[src/rtl/code_entry_controller.sv]
// Purpose : keypad front end; builds a DIGITS-digit decimal code from debounced key pulses, with blinking cursor.
// Latency : 1 cycle from a sampled key pulse (or ack) to every output; no input-to-output combinational path.
// Backpr. : code_valid/entered_code held until code_ack; all keys are ignored while a code is pending.
//
// Ports:
//   clock, reset        rising-edge clock; asynchronous active-low reset
//   key_inc/next/enter/clear  one-cycle key pulses (priority clear > enter > next > inc)
//   code_ack            downstream consumed entered_code (only honoured while a code is pending)
//   digit_hex           nibble k drives display k; nibble DIGITS-1 is leftmost
//   digit_blank         per-display blank mask (cursor blink)
//   cursor              index of the digit being edited
//   entered_code        submitted code, same packing as digit_hex
//   code_valid          entered_code valid, held until acknowledged
module code_entry_controller #(
    parameter int DIGITS       = 4,
    parameter int MAX_DIGIT    = 9,
    parameter int BLINK_CYCLES = 25000000
) (
    input  logic                        clock,
    input  logic                        reset,
    input  logic                        key_inc,
    input  logic                        key_next,
    input  logic                        key_enter,
    input  logic                        key_clear,
    input  logic                        code_ack,
    output logic [4*DIGITS-1:0]         digit_hex,
    output logic [DIGITS-1:0]           digit_blank,
    output logic [$clog2(DIGITS)-1:0]   cursor,
    output logic [4*DIGITS-1:0]         entered_code,
    output logic                        code_valid
);

    localparam int CW = $clog2(DIGITS);
    localparam int BW = $clog2(BLINK_CYCLES);

    localparam logic [CW-1:0] CURSOR_HOME = CW'(DIGITS - 1);
    localparam logic [3:0]    DIGIT_MAX   = 4'(MAX_DIGIT);
    localparam logic [BW-1:0] BLINK_LAST  = BW'(BLINK_CYCLES - 1);

    typedef enum logic {
        ENTRY    = 1'b0,
        WAIT_ACK = 1'b1
    } state_t;

    state_t                  state;
    logic [DIGITS-1:0][3:0]  digit_q;
    logic [BW-1:0]           blink_cnt;
    logic                    blink_phase;
    logic                    key_any;

    // Any key that would be accepted in ENTRY; used to restart the blink so
    // the edited digit is lit right after a keypress.
    assign key_any   = key_clear | key_enter | key_next | key_inc;
    assign digit_hex = digit_q;

    always_ff @(posedge clock or negedge reset) begin
        if (!reset) begin
            state        <= ENTRY;
            digit_q      <= '0;
            cursor       <= CURSOR_HOME;
            blink_cnt    <= '0;
            blink_phase  <= 1'b0;
            entered_code <= '0;
            code_valid   <= 1'b0;
        end else begin
            case (state)
                ENTRY: begin
                    if (key_clear) begin
                        digit_q <= '0;
                        cursor  <= CURSOR_HOME;
                    end else if (key_enter) begin
                        entered_code <= digit_q;
                        code_valid   <= 1'b1;
                        state        <= WAIT_ACK;
                    end else if (key_next) begin
                        // Cursor walks right, i.e. towards nibble 0, then wraps to the leftmost digit.
                        cursor <= (cursor == '0) ? CURSOR_HOME : cursor - 1'b1;
                    end else if (key_inc) begin
                        digit_q[cursor] <= (digit_q[cursor] >= DIGIT_MAX) ? 4'd0
                                                                          : digit_q[cursor] + 4'd1;
                    end

                    if (key_any) begin
                        blink_cnt   <= '0;
                        blink_phase <= 1'b0;
                    end else if (blink_cnt == BLINK_LAST) begin
                        blink_cnt   <= '0;
                        blink_phase <= ~blink_phase;
                    end else begin
                        blink_cnt <= blink_cnt + 1'b1;
                    end
                end

                WAIT_ACK: begin
                    // Display freezes on the submitted code; blink parked so nothing blanks.
                    blink_cnt   <= '0;
                    blink_phase <= 1'b0;
                    if (code_ack) begin
                        code_valid <= 1'b0;
                        digit_q    <= '0;
                        cursor     <= CURSOR_HOME;
                        state      <= ENTRY;
                    end
                end

                default: state <= ENTRY;
            endcase
        end
    end

    // Pure decode of registered phase and cursor; no key input reaches it combinationally.
    always_comb begin
        digit_blank = '0;
        if (blink_phase) digit_blank[cursor] = 1'b1;
    end

endmodule
[config.mk]
export PLATFORM = sky130hd
export DESIGN_NAME = code_entry_controller
export DESIGN_NICKNAME = d
export VERILOG_FILES = /design/src/rtl/code_entry_controller.sv
export SDC_FILE = /design/constraint.sdc
export NUM_CORES = 1
export LEC_CHECK = 0
export ABC_CLOCK_PERIOD_IN_PS = 2700
export CAP_MARGIN = 10
export CORE_AREA = 4 4 77 79
export CTS_BUF_LIST = sky130_fd_sc_hd__clkbuf_8
export CTS_CLUSTER_SIZE = 10
export DETAILED_ROUTE_END_ITERATION = 16
export DIE_AREA = 0 0 81 83
export DONT_BUFFER_PORTS = 1
export PLACE_DENSITY = 0.75
export RECOVER_POWER = 50
export SETUP_SLACK_MARGIN = 0.5
export SYNTH_ARGS = -nofsm -noshare
export SYNTH_HDL_FRONTEND = slang
export SYNTH_SLANG_ARGS = --single-unit
[constraint.sdc]
create_clock -name clock -period 2.7 [get_ports clock]
set_clock_uncertainty 0.05 [all_clocks]
set_input_delay 0.675 -clock clock [delete_from_list [all_inputs] [get_ports clock]]
set_output_delay 0.675 -clock clock [all_outputs]
set_load 0.03 [all_outputs]
### Routing congestion map

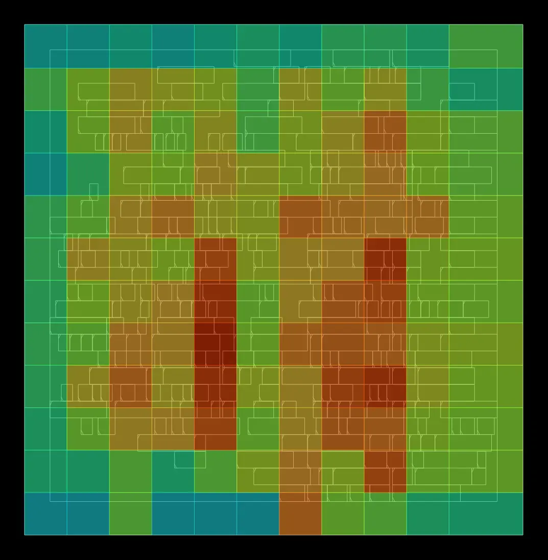
Global Route met1 Usage: 24.5%
M3 GR Usage: 5.86%
Most Used Layer, Global Route: met2
Layout Utilization: 65.3%

### Where the registers sit

Scale: 6 px per um. Other sequential cells in the stronger gray, the rest of the logic in the fainter gray.
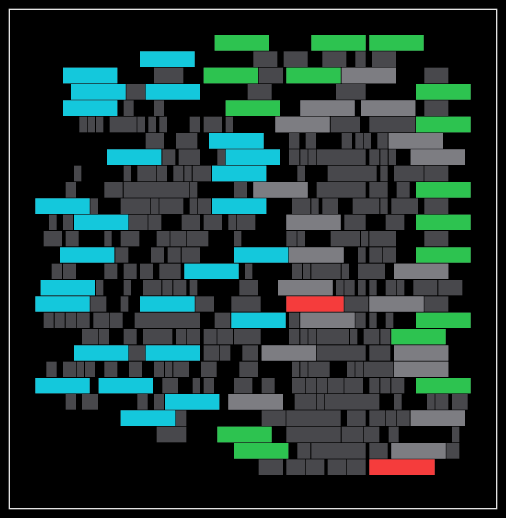
red -> cursor  # placed flops 2
cyan -> blink_cnt  # placed flops 25
green -> entered_code  # placed flops 16

==> metrics.yaml <==
status: "completed"
finalClockPeriodUsage_pct: 82.3
top_level_ports: 46
cts.sinks: 62
wl_per_cell_um: 17.4
fin_setup_tns_ns: 0
vias_per_cell: 5.98
dpl.hpwl_mm: 4.35
syn_inst: 284
rr_startpoint: "cursor[0]"
die_area_um2: 6720
nets: 310
routed.top_layer: "met4"
cts_buffer_depth: 2
first_global_vias: 2328
synth.area.top_cells: "dfrtp_1, mux2_2, o21ai_0"
pwr-share-comb_pct: 12.7
syn_avg_cell_area_um2: 10.7
synth-edff-count: 0
initCoreUtil_pct: 56.7
log.warning_count: 34
first_pass_iters: 4
comb_share_pct: 43.2
pg_comb_mw: 0.276
endpoint_kind: "output port"
tap_cells: 72
path_cells: "inv_6, ha_4, and2_4"
mux_area_share_pct: 8.93
areaGrowthSynthToFinish_pct: 15.0
logic_gates: 203
p_per_area_nw_per_um2: 622
p_seq_share_pct: 46.2
logic_family: "simple AND/OR/NAND/NOR gates"
grt-ovfl-total: 0
clk_latency_ns: 0.34
route.detailed.drc: 0
synth_area_um2: 3030
worstMarginPinSlew_ns: 1.44
tritoncts: "done"
top_area_cell: "dfrtp_1"
antenna_found_initial: 0
inverters: 10
drive_gt1_share_pct: 23.3
ff_type: "dfrtp_1"
stdcell_area_um2: 3480
ant_nets: 0
grt_pass1_wl_mm: 10.8
n_fill_cell: 424
clockPowerShare_pct: 41.1
coreArea_um2: 5340
p_leak_nw: 1.45
finalWirelength_mm: 6.48
ys_sh_xor_pct: 3.47
setup_violations: 0
whs_ns: 0.122
worst-path-stages: 3
rsz0062_at_grt: "yes"
cp_num_buf_inv: 1
hold_violations: 0
seq_share_pct: 44.7
cap_violations: 0
crit_family: "flip-flops"
placed_cells: 350
use_met2_pct: 34.7
netlist-cell-type-count: 43
common_cells: "dfrtp_1, nand2_1, o21ai_0"
ys_cells: 284
final_cell_mix: "dfrtp_1, nand2_1, nor2_1"
ys.flops: 62
hold_path_class: "in2async"
cpPeakStageDelay_ns: 0.76
worst_slack_ns: 0.477
hold_buffers: 1
largest_reg_flops: 25
lay_top_count: "dfrtp_1"
place_ws_ns: 0.511
top_register: "blink_cnt"
period_minus_slack_ns: 2.22
wl_met1_mm: 2.60
reg2reg_slack_ns: 0.54
die_h_um: 83
r2r-end: "digit_hex[6]"
most_common_cell: "dfrtp_1"
grt_max_degree: 61
timing.final.max_slew_violations: 0
fa_ha_area_share_pct: 3.31
fmax_ghz: 0.450
Power is estimated from default activity; no workload was simulated.
